**Run 1: where the registers sit**

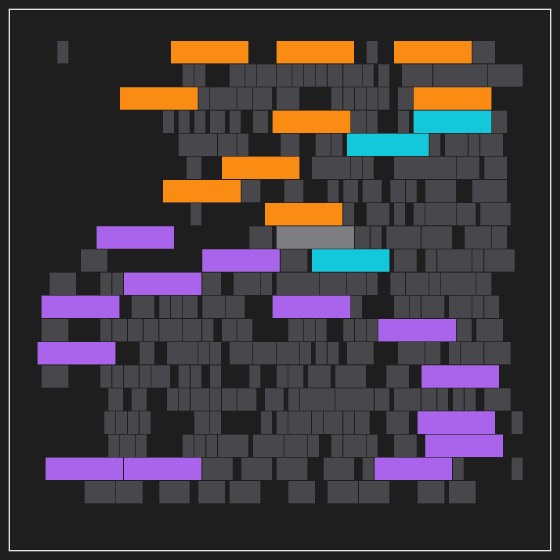
**Run 1: cells coloured by class**

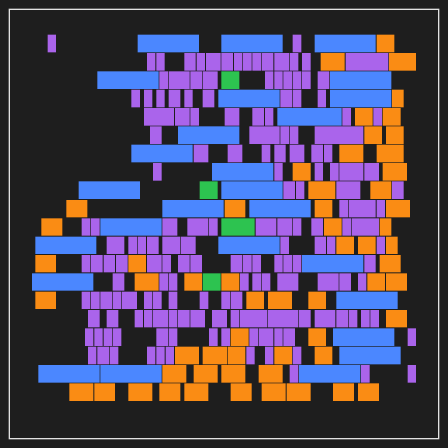
**Run 1: routing congestion map**

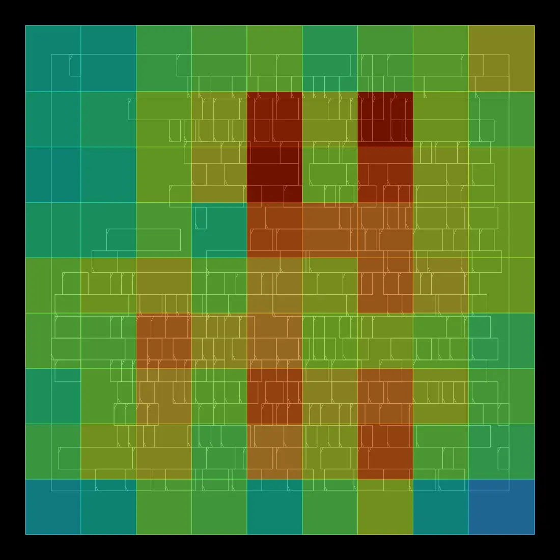
<file path="src/rtl/acc_avg_readout.sv">
// acc_avg_readout: frame controller for the echo accumulator; emits a rounded, saturated average per frame
module acc_avg_readout #(
    parameter int ACC_W = 20,
    parameter int OUT_W = 16,
    parameter int LOG2N = 8,
    parameter bit CONT  = 1'b0
) (
    input  logic             clk,
    input  logic             rst_n,
    input  logic             start_i,
    input  logic             sample_stb_i,
    input  logic [ACC_W-1:0] acc_value_i,
    output logic             acc_clr_o,
    output logic             acc_en_o,
    output logic [OUT_W-1:0] avg_data_o,
    output logic             avg_valid_o,
    input  logic             avg_ready_i,
    output logic             busy_o,
    output logic             overrun_o
);
    localparam int CW = LOG2N + 1;
    localparam logic [CW-1:0] LAST = CW'((2 ** LOG2N) - 1);
    localparam logic [ACC_W:0] HALF = (ACC_W + 1)'((2 ** LOG2N) >> 1);

    typedef enum logic [2:0] {IDLE, CLEAR, ACCUM, SETTLE, CALC, OUT} state_t;

    state_t           state_q, state_d;
    logic [CW-1:0]    cnt_q, cnt_d;
    logic             ovr_q, ovr_d;
    logic [OUT_W-1:0] avg_q, avg_d;
    logic [ACC_W:0]   sum, q;

    // state, sample counter, sticky overrun flag and latched average
    always_ff @(posedge clk or negedge rst_n) begin
        if (!rst_n) begin
            state_q <= IDLE;
            cnt_q   <= '0;
            ovr_q   <= 1'b0;
            avg_q   <= '0;
        end else begin
            state_q <= state_d;
            cnt_q   <= cnt_d;
            ovr_q   <= ovr_d;
            avg_q   <= avg_d;
        end
    end

    // frame sequencing; a completed handshake either idles or rearms the next frame
    always_comb begin
        state_d = state_q;
        case (state_q)
            IDLE:    state_d = start_i ? CLEAR : IDLE;
            CLEAR:   state_d = ACCUM;
            ACCUM:   state_d = (sample_stb_i && cnt_q == LAST) ? SETTLE : ACCUM;
            SETTLE:  state_d = CALC;
            CALC:    state_d = OUT;
            OUT:     state_d = avg_ready_i ? (CONT ? CLEAR : IDLE) : OUT;
            default: state_d = IDLE;
        endcase
    end

    // counting, overrun detection and round-half-up average with saturation
    always_comb begin
        sum   = {1'b0, acc_value_i} + HALF;
        q     = sum >> LOG2N;
        cnt_d = (state_q == CLEAR) ? '0 : (state_q == ACCUM && sample_stb_i) ? cnt_q + 1'b1 : cnt_q;
        ovr_d = (state_q == IDLE && start_i) ? 1'b0 :
                (sample_stb_i && state_q inside {SETTLE, CALC, OUT}) ? 1'b1 : ovr_q;
        avg_d = (state_q == CALC) ? ((|q[ACC_W:OUT_W]) ? '1 : q[OUT_W-1:0]) : avg_q;
    end

    // outputs decoded from the current state
    always_comb begin
        acc_clr_o   = state_q == CLEAR;
        acc_en_o    = state_q == ACCUM;
        avg_valid_o = state_q == OUT;
        busy_o      = state_q != IDLE;
        avg_data_o  = avg_q;
        overrun_o   = ovr_q;
    end
endmodule

</file>
<file path="config.mk">
export PLATFORM = sky130hd
export DESIGN_NAME = acc_avg_readout
export DESIGN_NICKNAME = d
export VERILOG_FILES = /design/src/rtl/acc_avg_readout.sv
export SDC_FILE = /design/constraint.sdc
export NUM_CORES = 1
export LEC_CHECK = 0
export ABC_AREA = 1
export CAP_MARGIN = 20
export CORE_MARGIN = 3
export CORE_UTILIZATION = 46
export CTS_CLUSTER_DIAMETER = 40
export DETAILED_ROUTE_END_ITERATION = 8
export HOLD_SLACK_MARGIN = 0.05
export PLACE_DENSITY = 0.83
export REMOVE_ABC_BUFFERS = 1
export SYNTH_ARGS = -nofsm -noshare
export SYNTH_HDL_FRONTEND = slang
export SYNTH_SLANG_ARGS = --single-unit
</file>
<file path="constraint.sdc">
create_clock -name clk -period 1.9 [get_ports clk]
set_clock_uncertainty 0.15 [all_clocks]
set_input_delay 0.57 -clock clk [delete_from_list [all_inputs] [get_ports clk]]
set_output_delay 0.57 -clock clk [all_outputs]
set_load 0.01 [all_outputs]
</file>
==> reports/metrics.cfg, run 1 <==
[pwr]
seq_power_share = 0.387
clock_power_share = 0.124
power.share.switching = 0.3902
pwr_density_cell_nw_per_um2 = 1078
p_sw_mw = 0.8799
maximum_vdd_drop_v = 0.0005070
pwr-share-comb = 0.489
cellInternalPower_mw = 1.375
leakage_nw = 1.090

[global_route]
grt_antenna_before_repair = 0
gr-usage-all-layers = 0.1878
wire_length_of_the_first_global_routing_pass_um = 6210
pin_count_of_the_biggest_net_entering_global_routing = 27
via_count_of_the_first_global_routing_pass = 1474
globalRouteOverflowTotal = 0

[floorplanning]
design.portCount = 46
chip_area_um2 = 4025
die-height_um = 63.44
floorplan.initialDensity = 0.4891

[timing]
maxSlewViolCount = 0
setup_ws_ns = -0.007547
max_fclk_mhz = 524.2
final-hold-violation-count = 0
setup-violations-final = 1
period_minus_slack_ns = 1.908
hold-worst-slack_ns = 0.3429
grt_setup_unrepaired = true

[finish]
layout.clock.cell_area_share = 0.01734
flow.area_growth_from_synthesis_pct = 37.84
layout.filler_cells = 267
n_clock_buffer = 4
inverters_excl_clock = 22
mi_logic_area_um2 = 762.0
logic_gates = 146
comb_share = 0.3642
layout-drive-gt1-share = 0.2109
flops = 26
buffers_excl_clock = 58
antenna_cells = 0
layout.cells.largest_class = combinational gates
num-nets-final = 285
nonClkBufAreaFrac = 0.2386

[route]
drtAntennaViolNets = 0
post_route_wl_um = 3432
detail_route.vias_per_cell = 4.883
remaining_routing_drc_violations = 0
detail_route.first_pass.iterations = 4
detailroute.via_count = 1465

[hold_path]
worst_hold_path.num_cells = 2
min_path_type = flip-flop to flip-flop
timing.hold.worst_endpoint = avg_data_o[10]$_DFFE_PN0P_

[logic_synthesis]
area_leaders = dfrtp_1 (43%), nand2_1 (14%), nand3_1 (7.9%)
top_area_contributor_share = 0.4287
ys_types = 29
synth.yosys.warnings = 0
synth-seq-area-share = 0.4287
synthDominantAreaCellType = dfrtp_1
yosysChipArea_um2 = 1518
netlist_instances = 197
yosys-stat-cells = 197

[setup_path]
r2r-end = cnt_q[8]$_DFFE_PN0P_
start_kind = flip-flop
critPathMaxStageDelay_ns = 0.45
timing.critical_path.cells = buf_6 > nor2_4 > nand2_1 > buf_2
r2r_start = cnt_q[0]$_DFFE_PN0P_
critical_path_required_ns = 1.18
crit_fanout = 3
r2r_cells = 7
endpoint_kind = output pin
worst_setup_path_type = flip-flop to output pin
rrSetupSlack_ns = 0.19
critical-path-top-delay-family = flip-flops
worstPathArrival_ns = 1.19
critical_path.slowest_cell = dfrtp_1

[clock_network]
clock_sink_count = 26
tritoncts = done
cts_root_buf = clkbuf_4
h-tree-depth = 1
clkLatencyLatePin_ns = 0.32
clk_pin_slew_ns = 0.14
tritoncts.num_buffers = 3

[placed_design]
port_buffers = 35
routability_congestion = 0.8339
place.detailed.hpwl_um = 2547

[run]
max-cap-violations = 0
warning_count = 34

[run_status]
outcome = finished with violations
failed_checks = setup timing

## Picture notes: 'where the registers sit'
legend:
  `cnt_q`:
    colour: orange
    sequential_cells: 9
  `state_q`:
    colour: cyan
    sequential_cells: 3
  `avg_data_o`:
    colour: purple
    sequential_cells: 13
Storage cell area: 651.9 µm²
share of the core filled with cells: 0.6742
sequential group power: 0.874 mW

## Picture notes: 'cells coloured by class'
legend:
  flops:
    colour: blue
    cells: 26
    share_of_their_area: 32%
  clock drivers and dummy loads:
    colour: green
    cells: 4
    share_of_their_area: 1.8%
  combinational and other logic:
    colour: purple
    cells: 168
    share_of_their_area: 42%
  other buffers and delay cells:
    colour: orange
    cells: 58
    share_of_their_area: 25%
number of placement rows: 20
share of cell area taken by flip-flops and latches: 0.3116
core region area: 3103 µm²

## Picture notes: 'routing congestion map'
met3 track demand over resource: 0.01248
average wire per standard cell: 11.44 µm

## run 1: how the worst max path moves through the flow
stage / depth (start not counted) / endpoint / from / slack [ns]
floorplan: 7 / cnt_q[8]$_DFFE_PN0P_ / cnt_q[0]$_DFFE_PN0P_ / 0.36
global placement: 8 / avg_data_o[11]$_DFFE_PN0P_ / acc_value_i[8] / -0.19
detailed placement: 7 / avg_data_o[11]$_DFFE_PN0P_ / acc_value_i[8] / -0.21
CTS: 5 / acc_en_o / state_q[2]$_DFF_PN0_ / -0.008
global route: 5 / acc_en_o / state_q[2]$_DFF_PN0_ / -0.06
finish: 4 / busy_o / state_q[1]$_DFF_PN0_ / -0.008
## run 1: cells by family after synthesis
family / share of synthesized area
compound gates: 0.05442
xor+xnor: 0.02885
fa+ha+maj: 0.02473
buf+inv: 0.08408
flops: 0.4287
other cells: 0.002471
simple gates: 0.3768
## run 1: state kept, by name, summed over array words and instances, names as in the netlist
signal      cells
cnt_q           9
avg_data_o     13
overrun_o       1
state_q         3
## run 1: worst min-delay path: cells and delay by family, from the launching register on
kind / cells / cell delay, ns
DFF: 1 / 0.36
and+or+nand+nor: 2 / 0.11
## run 1: placed cells by master (no fill, tap or decap), types with 2 or more instances in the layout
cell type	instances
o21ai_0	4
nand4_1	7
inv_4	2
nor2_1	16
nand3_2	2
dfrtp_1	25
clkbuf_4	3
dlygate4sd2_1	14
a21oi_1	4
conb_1	3
nor2_2	4
buf_6	3
inv_1	16
nand2_1	57
nor2_4	2
ha_1	3
o21ai_1	4
buf_2	3
xor2_1	4
inv_2	4
nand2_2	4
clkdlybuf4s50_1	17
buf_4	21
nand3_1	23
## run 1: Yosys cell counts, drive strengths merged
library cell and n:
nand2 62, dfrtp 26, nand3 26, nor2 23, inv 22, o21ai 9
nand4 7, buf 5, a21oi 4, xor2 4, ha 3, a21o 1
conb 1, nand3b 1, nor3 1, o22ai 1, xnor2 1
## run 1: per-layer routing
layer	wire length (µm)	GRT usage
met5	0	0
met4	51	0.05930
met3	152	0.01248
met2	1691	0.3403
met1	1536	0.2361
## run 1: through the flow
stage | instance area, µm² | worst slack [ns] | power, mW | instances | setup TNS, ns
6_report | 2092 | -0.007547 | 2.255 | 300 | -0.007547
3_3_place_gp | 2023 | -0.1887 | 1.979 | 291 | -0.9004
4_1_cts | 2073 | -0.007910 | 2.244 | 299 | -0.007910
3_5_place_dp | 2023 | -0.2051 | 2.010 | 291 | -1.224
5_1_grt | 2092 | -0.05605 | 2.434 | 300 | -0.1143
2_1_floorplan | 1483 | 0.3614 | 1.417 | 194 | 0
## run 1: timing repair
action,4_1_cts,5_1_grt
hold buffers,0,0
pin swaps,1,1
cloned,0,0
endpoints found under the setup margin,18,3
setup buffers,4,1
resized,36,3
## run 1: power by group through the flow
stage	Combinational, mW	Clock, mW	Sequential (mW)
5_1_grt	1.23	0.306	0.901
2_1_floorplan	0.475	0	0.942
3_5_place_dp	1.13	0	0.884
3_3_place_gp	1.10	0	0.883
6_report	1.10	0.280	0.874
4_1_cts	1.08	0.294	0.872
--- run 2 (diff from run 1) ---
- CORE_MARGIN: 3 -> default
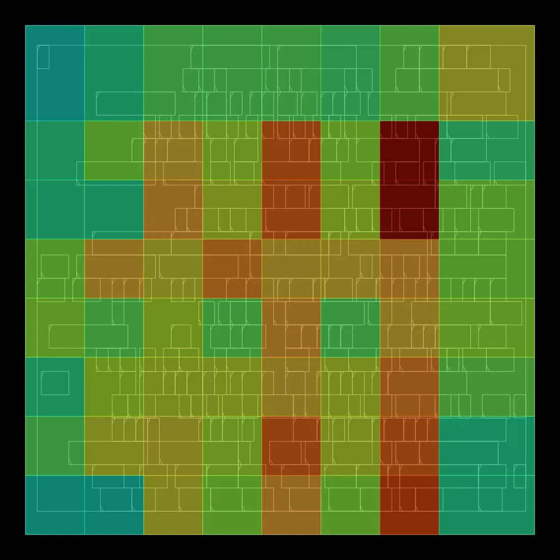
**Above:** run 2 (routing congestion map).
total global routing track utilization: 0.2032
share of the core filled with cells: 0.6782
most utilized layer in the global route result: met2

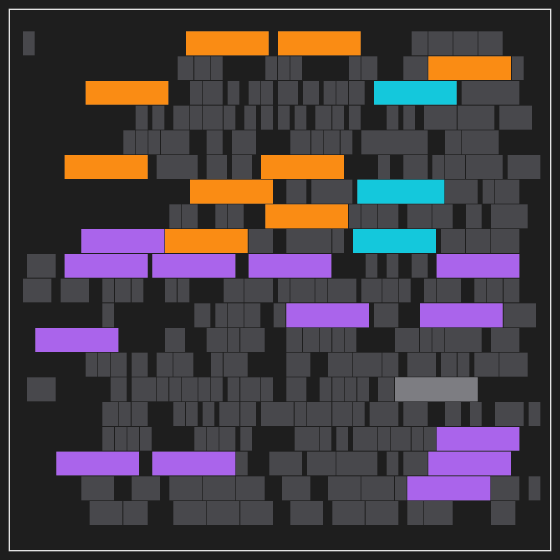
**Above:** run 2 (where the registers sit).
legend:
  `avg_data_o`:
    colour: purple
    sequential_cells: 13
  `cnt_q`:
    colour: orange
    sequential_cells: 9
  `state_q`:
    colour: cyan
    sequential_cells: 3
share of cell area taken by flip-flops and latches: 0.3097
sequential group power: 0.873 mW

==> run 2 against run 1 <==
  * The run still ends with setup timing left
  * Critical path depth rose by 1
  * Global-route usage is 1.5 points higher
  * Total power rose by 2.4%
  * Sequential share of layout area is 0.19 points lower
  * Wire length fell by 3.1%
  * Design area grew 0.60%
  * Clock power rose by 4%
  * Synthesized cell count is the same
  * Worst setup slack worse by 0.043 ns
  * Core utilization increased by 0.40 points
  * First-iteration DRC count fell by 49%
  * Largest cell class unchanged
  * Largest power group unchanged
==> reports/metrics.cfg, run 2 <==
[run_status]
outcome = finished with violations
failed_checks = setup timing

[timing]
setup_ws_ns = -0.05016
setup-violations-final = 2
period_minus_slack_ns = 1.950
grt_setup_unrepaired = true
max_fclk_mhz = 512.8
final-hold-violation-count = 0
maxSlewViolCount = 0
hold-worst-slack_ns = 0.3420

[logic_synthesis]
synthArstFlopShare = 1.000
synth.yosys.warnings = 0
ys.flop_type = dfrtp_1
area_leaders = dfrtp_1 (43%), nand2_1 (14%), nand3_1 (7.9%)
netlist_instances = 197
yosysChipArea_um2 = 1518
yosys-stat-cells = 197
ys_types = 29
synthDominantAreaCellType = dfrtp_1
top_area_contributor_share = 0.4287
post_synth_edffs = 0

[clock_network]
clk_pin_slew_ns = 0.15
cts_root_buf = clkbuf_4
tritoncts.num_buffers = 3
postCtsHoldBufs = 0
h-tree-depth = 1
clkLatencyLatePin_ns = 0.32
tritoncts = done

[route]
drtAntennaViolNets = 0
detailroute.via_count = 1437
remaining_routing_drc_violations = 0
post_route_wl_um = 3324
post_drt_wl_per_cell_um = 11.01
detail_route.first_pass.iterations = 4
detail_route.vias_per_cell = 4.758

[placed_design]
place.detailed.hpwl_um = 2473
port_buffers = 35
placed_cell_area_um2 = 2038
placedCellCount = 293

[setup_path]
endpoint_kind = output pin
timing.critical_path.cells = buf_6 > buf_6 > nor2_4 > nand2_1 > buf_2
crit_fanout = 2
critical-path-top-delay-family = flip-flops
critical_path.slowest_cell = dfrtp_1
critPathMaxStageDelay_ns = 0.42
worst_setup_path_type = flip-flop to output pin

[finish]
flow.area_growth_from_synthesis_pct = 38.66
final_common_cell = nand2_1
antenna_cells = 0
layout-drive-gt1-share = 0.2171

[global_route]
grt_antenna_before_repair = 0
via_count_of_the_first_global_routing_pass = 1267
globalRouteOverflowTotal = 0
pin_count_of_the_biggest_net_entering_global_routing = 27

[pwr]
pwr_density_cell_nw_per_um2 = 1097
maximum_vdd_drop_v = 0.0006061

[floorplanning]
die-height_um = 59.44
design.portCount = 46
floorplan.initialDensity = 0.4891
core_area_um2 = 3103

[hold_path]
min_path_type = flip-flop to flip-flop

[run]
max-cap-violations = 0

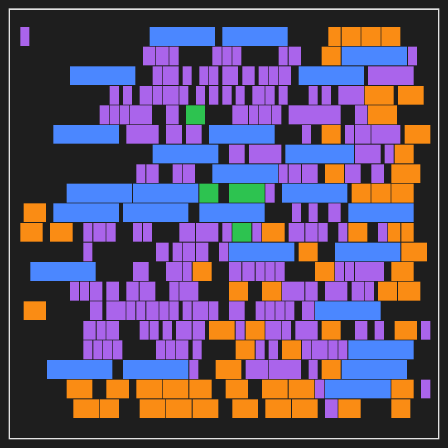
**Above:** run 2 (cells coloured by class).
legend:
  combinational and other logic:
    colour: purple
    cells: 168
    share_of_their_area: 41%
  other buffers and delay cells:
    colour: orange
    cells: 60
    share_of_their_area: 25%
  flops:
    colour: blue
    cells: 26
    share_of_their_area: 32%
  clock drivers and dummy loads:
    colour: green
    cells: 4
    share_of_their_area: 1.8%
design area: 2105 µm²

## run 2: cell counts after synthesis
No cell type changed its count.
## run 2: power by group
part / internal, mW / total, mW / switching [mW]
sequential: 0.740 / 0.873 / 0.134
combinational: 0.555 / 1.15 / 0.591
clock: 0.117 / 0.290 / 0.173
total: 1.41 / 2.31 / 0.898
## run 2: final timing paths
| kind | startpoint | to | slack (ns) | cells past startpoint |
|---|---|---|---|---|
| setup / recovery | state_q[1]$_DFF_PN0_ | busy_o | -0.05 | 5 |
| hold / removal | avg_data_o[0]$_DFFE_PN0P_ | avg_data_o[0]$_DFFE_PN0P_ | 0.34 | 2 |
| setup reg to reg | cnt_q[0]$_DFFE_PN0P_ | cnt_q[8]$_DFFE_PN0P_ | 0.20 | 7 |
| hold reg to reg | avg_data_o[0]$_DFFE_PN0P_ | avg_data_o[0]$_DFFE_PN0P_ | 0.34 | 2 |
| max in group asynchronous | rst_n | state_q[0]$_DFF_PN0_ | 0.89 | 2 |
| min in group asynchronous | rst_n | avg_data_o[11]$_DFFE_PN0P_ | 0.44 | 2 |
## run 2: cells by family (layout without fill, tap and decap cells)
group | after synthesis | count (layout) | synth area share
xor+xnor | 5 | 5 | 0.02885
other cells | 1 | 3 | 0.002471
simple gates | 120 | 120 | 0.3768
fa+ha+maj | 3 | 3 | 0.02473
compound gates | 15 | 15 | 0.05442
buf+inv | 27 | 86 | 0.08408
flops | 26 | 26 | 0.4287
## run 2: per-layer routing
layer	GRT usage	wire, µm	vias up
met5	0	0	-
met4	0.05102	24	0
met3	0.02838	105	2
met2	0.3676	1705	30
met1	0.2517	1489	659
li1	-	-	746
## run 2: area by class of cell
type | instances | area (µm²)
fillers | 264 | 998.5
multi-input cells | 146 | 757.0
flip-flops and latches | 26 | 651.9
repair buffers | 60 | 514.2
inverters | 22 | 90.09
well taps | 44 | 55.05
clock buffers | 4 | 36.28
## run 2: metrics by stage
| stage | utilization | power, mW | TNS, ns | setup WS (ns) |
|---|---|---|---|---|
| 2_1_floorplan | - | 1.417 | 0 | 0.3614 |
| 3_3_place_gp | 0.6569 | 1.997 | -0.7591 | -0.1592 |
| 3_5_place_dp | 0.6569 | 2.037 | -1.007 | -0.1770 |
| 4_1_cts | 0.6774 | 2.320 | -0.05583 | -0.03118 |
| 5_1_grt | 0.6782 | 2.471 | -0.3170 | -0.1075 |
| 6_report | 0.6782 | 2.309 | -0.07954 | -0.05016 |
## run 2: timing repair
item                       CTS  global route
setup endpoints to repair   18             4
resized                     38             1
pin swaps                    2             0
buffers inserted             5             0
## run 2: worst register-to-register path, delay by kind of cell (launching register included)
family	cells	cell delay [ns]
AND/OR/NAND/NOR	4	0.44
AND-OR/OR-AND	1	0.16
flip-flops	1	0.44
adder cells (fa/ha/maj)	2	0.46
Power and IR drop assume default switching activity.
